**config.mk**
```make
export PLATFORM = sky130hd
export DESIGN_NAME = uart_tx_arbiter
export DESIGN_NICKNAME = d
export VERILOG_FILES = /design/src/rtl/uart_tx_arbiter.sv
export SDC_FILE = /design/constraint.sdc
export NUM_CORES = 1
export LEC_CHECK = 0
export ABC_AREA = 1
export CELL_PAD_IN_SITES_DETAIL_PLACEMENT = 1
export CELL_PAD_IN_SITES_GLOBAL_PLACEMENT = 1
export CORE_MARGIN = 5
export CORE_UTILIZATION = 40
export DETAILED_ROUTE_END_ITERATION = 10
export GPL_TIMING_DRIVEN = 0
export PLACE_DENSITY = 0.89
export SLEW_MARGIN = 20
export SYNTH_ARGS = -nofsm -noshare
export SYNTH_HDL_FRONTEND = slang
export SYNTH_SLANG_ARGS = --single-unit
```
**constraint.sdc**
```tcl
create_clock -name clk -period 2.1 [get_ports clk]
set_input_delay 0.42 -clock clk [delete_from_list [all_inputs] [get_ports clk]]
set_output_delay 0.42 -clock clk [all_outputs]
set_load 0.03 [all_outputs]
```
**src/rtl/uart_tx_arbiter.sv**
```systemverilog
`timescale 1ns/1ps
// uart_tx_arbiter
// Shares one byte-wide UART transmitter between NUM_REQ byte-stream
// requesters. Round-robin grant with message locking: a grant is held
// until the requester marks a byte as last, sends MAX_BURST bytes, or
// leaves req_valid low for HOLD_TIMEOUT cycles.
module uart_tx_arbiter #(
   parameter int NUM_REQ      = 2,
   parameter int PAYLOAD_BITS = 8,
   parameter int MAX_BURST    = 16,
   parameter int HOLD_TIMEOUT = 255,
   parameter int BUSY_GUARD   = 4,
   localparam int GW          = (NUM_REQ > 1) ? $clog2(NUM_REQ) : 1
) (
   input  logic                            clk,
   input  logic                            reset,
   input  logic [NUM_REQ-1:0]              req_valid,
   input  logic [NUM_REQ*PAYLOAD_BITS-1:0] req_data,
   input  logic [NUM_REQ-1:0]              req_last,
   output logic [NUM_REQ-1:0]              req_ready,
   output logic                            uart_tx_en,
   output logic [PAYLOAD_BITS-1:0]         uart_tx_data,
   input  logic                            uart_tx_busy,
   output logic [GW-1:0]                   grant_id,
   output logic                            active
);

   localparam int CW = 8;
   // With a transmitter that never raises busy, the launch-to-launch
   // period works out to BUSY_GUARD cycles: one SEND cycle, the
   // LAUNCH_WAIT cycles, and one DONE_WAIT cycle.
   localparam int GUARD_LIMIT = (BUSY_GUARD > 3) ? BUSY_GUARD - 3 : 0;

   typedef enum logic [1:0] {
      IDLE        = 2'd0,
      SEND        = 2'd1,
      LAUNCH_WAIT = 2'd2,
      DONE_WAIT   = 2'd3
   } state_t;

   state_t                  state;
   logic [GW-1:0]           rr_ptr;
   logic [CW-1:0]           burst_cnt;
   logic [CW-1:0]           hold_cnt;
   logic [CW-1:0]           guard_cnt;
   logic                    last_flag;

   logic [NUM_REQ-1:0]      grant_onehot;
   logic [PAYLOAD_BITS-1:0] req_bytes [NUM_REQ];
   logic [PAYLOAD_BITS-1:0] grant_byte;
   logic                    grant_last;
   logic                    grant_valid;
   logic                    accept;

   logic [2*NUM_REQ-1:0]    valid_dbl;
   logic [NUM_REQ-1:0]      valid_rot;
   logic [GW:0]             pick_offset;
   logic [GW:0]             pick_sum;
   logic                    pick_found;
   logic [GW-1:0]           pick_idx;
   logic [GW-1:0]           release_ptr;

   genvar gi;
   generate
      for (gi = 0; gi < NUM_REQ; gi++) begin : g_req
         assign grant_onehot[gi] = (grant_id == GW'(gi));
         assign req_bytes[gi]    = req_data[gi*PAYLOAD_BITS +: PAYLOAD_BITS];
         // Ready only for the granted requester, and never while the
         // transmitter is still busy, so a launch cannot collide with busy.
         assign req_ready[gi]    = (state == SEND) && grant_onehot[gi] && !uart_tx_busy;
      end
   endgenerate

   assign grant_valid = |(req_valid & grant_onehot);
   assign accept      = |(req_valid & req_ready);
   assign active      = (state != IDLE);
   assign release_ptr = (grant_id == GW'(NUM_REQ - 1)) ? '0 : grant_id + 1'b1;

   // Select byte and last flag of the granted requester.
   always_comb begin
      grant_byte = '0;
      grant_last = 1'b0;
      for (int k = 0; k < NUM_REQ; k++) begin
         if (grant_onehot[k]) begin
            grant_byte = req_bytes[k];
            grant_last = req_last[k];
         end
      end
   end

   // Round-robin search: rotate the valid vector so rr_ptr sits at bit 0,
   // take the lowest set bit, then map the offset back to a requester id.
   always_comb begin
      valid_dbl   = {req_valid, req_valid};
      valid_rot   = valid_dbl[rr_ptr +: NUM_REQ];
      pick_found  = |valid_rot;
      pick_offset = '0;
      for (int k = NUM_REQ - 1; k >= 0; k--) begin
         if (valid_rot[k]) pick_offset = (GW+1)'(k);
      end
      pick_sum = {1'b0, rr_ptr} + pick_offset;
      if (pick_sum >= (GW+1)'(NUM_REQ)) pick_sum = pick_sum - (GW+1)'(NUM_REQ);
      pick_idx = pick_sum[GW-1:0];
   end

   // Arbitration FSM with registered launch pulse, data and grant.
   always_ff @(posedge clk) begin
      if (reset) begin
         state        <= IDLE;
         uart_tx_en   <= 1'b0;
         uart_tx_data <= '0;
         grant_id     <= '0;
         rr_ptr       <= '0;
         burst_cnt    <= '0;
         hold_cnt     <= '0;
         guard_cnt    <= '0;
         last_flag    <= 1'b0;
      end else begin
         uart_tx_en <= 1'b0;
         case (state)
            IDLE: begin
               if (pick_found) begin
                  grant_id  <= pick_idx;
                  burst_cnt <= '0;
                  hold_cnt  <= '0;
                  state     <= SEND;
               end
            end
            SEND: begin
               if (accept) begin
                  uart_tx_data <= grant_byte;
                  uart_tx_en   <= 1'b1;
                  burst_cnt    <= burst_cnt + 1'b1;
                  last_flag    <= grant_last;
                  hold_cnt     <= '0;
                  guard_cnt    <= '0;
                  state        <= LAUNCH_WAIT;
               end else if (!grant_valid) begin
                  // An idle holder gets HOLD_TIMEOUT cycles before losing the grant.
                  if (hold_cnt == CW'(HOLD_TIMEOUT - 1)) begin
                     hold_cnt <= '0;
                     rr_ptr   <= release_ptr;
                     state    <= IDLE;
                  end else begin
                     hold_cnt <= hold_cnt + 1'b1;
                  end
               end
            end
            LAUNCH_WAIT: begin
               // A transmitter that never acknowledges must not stall the arbiter.
               if (uart_tx_busy || guard_cnt == CW'(GUARD_LIMIT)) begin
                  state <= DONE_WAIT;
               end else begin
                  guard_cnt <= guard_cnt + 1'b1;
               end
            end
            DONE_WAIT: begin
               if (!uart_tx_busy) begin
                  if (last_flag || burst_cnt == CW'(MAX_BURST)) begin
                     rr_ptr <= release_ptr;
                     state  <= IDLE;
                  end else begin
                     state  <= SEND;
                  end
               end
            end
            default: state <= IDLE;
         endcase
      end
   end

endmodule
```
==> results.yml <==
# synthesis and place-and-route metrics
yosys:
  edf_count: 0
  synth.avg_cell_area_um2: 6.92
  synth_xor_xnor_area_share_pct: 0.409
  top_logic_kind: "simple AND/OR/NAND/NOR gates"
  ys_seq_share_pct: 35.6
  most_common_cell: "nand2_1"
  ff_type: "dfxtp_1"
  ys_sh_mux_pct: 4.21
  async_flop_share_pct: 0
  yosys-top-cells-count: "nand2_1, inv_1, dfxtp_1"
  yosys-stat-area_um2: 2140
  ys_sh_simple_pct: 35.4
  syn-num-nets: 338
  ys.flops: 38
  netlist.top_cell.by_area: "dfxtp_1"
  ys_cells: 309
  ys_sh_aoi_pct: 11.1
pwr:
  design_power_total_mw: 1.76
  combPwrFrac_pct: 23.6
  leakagePower_nw: 1.09
  ir_worst_vdd_mv: 0.346
  largestPowerGroup: "registers"
layout:
  layout_top_cell: "nand2_1"
  diodes: 0
  sh_seq_area_pct: 28.6
  inverters_excl_clock: 43
  register_area_um2: 763
  final_cell_mix: "nand2_1, inv_1, dfxtp_1"
  syn_to_final_growth_pct: 24.7
  instances_no_fill: 421
setup_path:
  cp_slowest_cell: "dfxtp_2"
  worstPathRequired_ns: 1.68
  slowest_delay_ns: 0.40
  critPathBufInv: 3
  reg2reg_from: "hold_cnt[0]$_SDFFE_PP0P_"
  critPathKind: "register to output pin"
  rr_endpoint: "hold_cnt[2]$_SDFFE_PP0P_"
  critPathCaptureType: "output pin"
  critPathLaunchType: "register"
  crit_family: "buffers and inverters"
die:
  core_um2: 5140
  fp.dieH_um: 83.1
  fp.dieW_um: 83.1
  die_area_um2: 6910
  fp-row-count: 26
final_timing:
  hold_viol: 0
  postLayoutSetupSlackWorst_ns: 0.119
  rsz0062_at_grt: "false"
  tightest_slew_ns: 0.524
  tns_ns: 0
  setup_viol_count_final: 0
  hold_slack_ns: 0.467
clock_network:
  cts_tree: "done"
  numCtsBuffers: 5
  cts_num_sinks: 38
  root_buffer: "clkbuf_8"
grt:
  grt_use_total_pct: 17.3
  grt_pass1_wl_mm: 9.98
  antenna_found_initial: 0
  grtUsageMet1_pct: 20.2
  overflow: 0
place:
  placed_area_um2: 2570
  dp_hpwl_mm: 4.30
  gp_congestion: 0.765
  dpl.cell_count: 413
status:
  status: "completed"
route:
  vias: 2152
  route.met2.wl_mm: 2.94
  post_drt_via_cell_ratio: 5.11
  route.antenna.remaining_nets: 0
  avgRoutedWirePerCell_um: 14.0
flow_run:
  maxCapViolCount: 0
  openroad.warnings: 29
worst_hold_path:
  holdPathEnd: "uart_tx_data[0]$_SDFFE_PP0P_"
  hold_start: "uart_tx_data[0]$_SDFFE_PP0P_"
### M3 wires, run 1

Cells faint in the background.
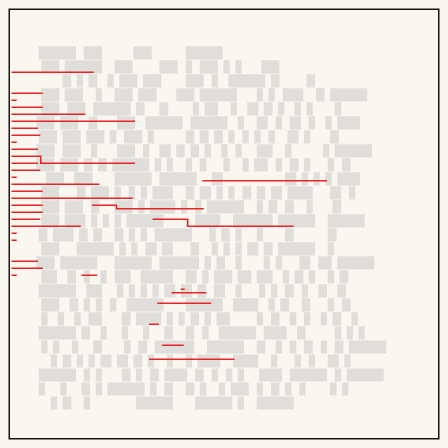
- share of all routed wire: 5.5%
- wire length on this layer: 321 um
- longest straight run: 23.9 um
- main direction: horizontal
routed wire length: 5.89 mm
met3 Use GR: 5.05%

### Clock network drawn from the DEF, run 1

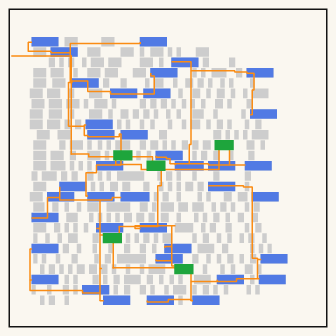
- clock wires: orange (length 606 um)
- clock drivers: green (count 5)
- flip-flops: blue (count 38)
- flops lie: all over the die
Setup Skew: 0.00976 ns
clock group share of total power: 31.5%
clock-net power: 554 uW
clk latency late pin: 0.30 ns

### Met2 routing, run 1

The bar under the picture is 20 um long.
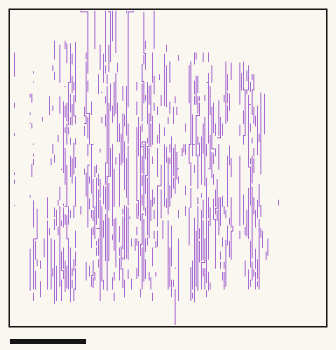
- longest straight run: 29.9 um
- nets with wire on the layer: 325
- share of all routed wire: 50%

Power is estimated from default activity; no workload was simulated.
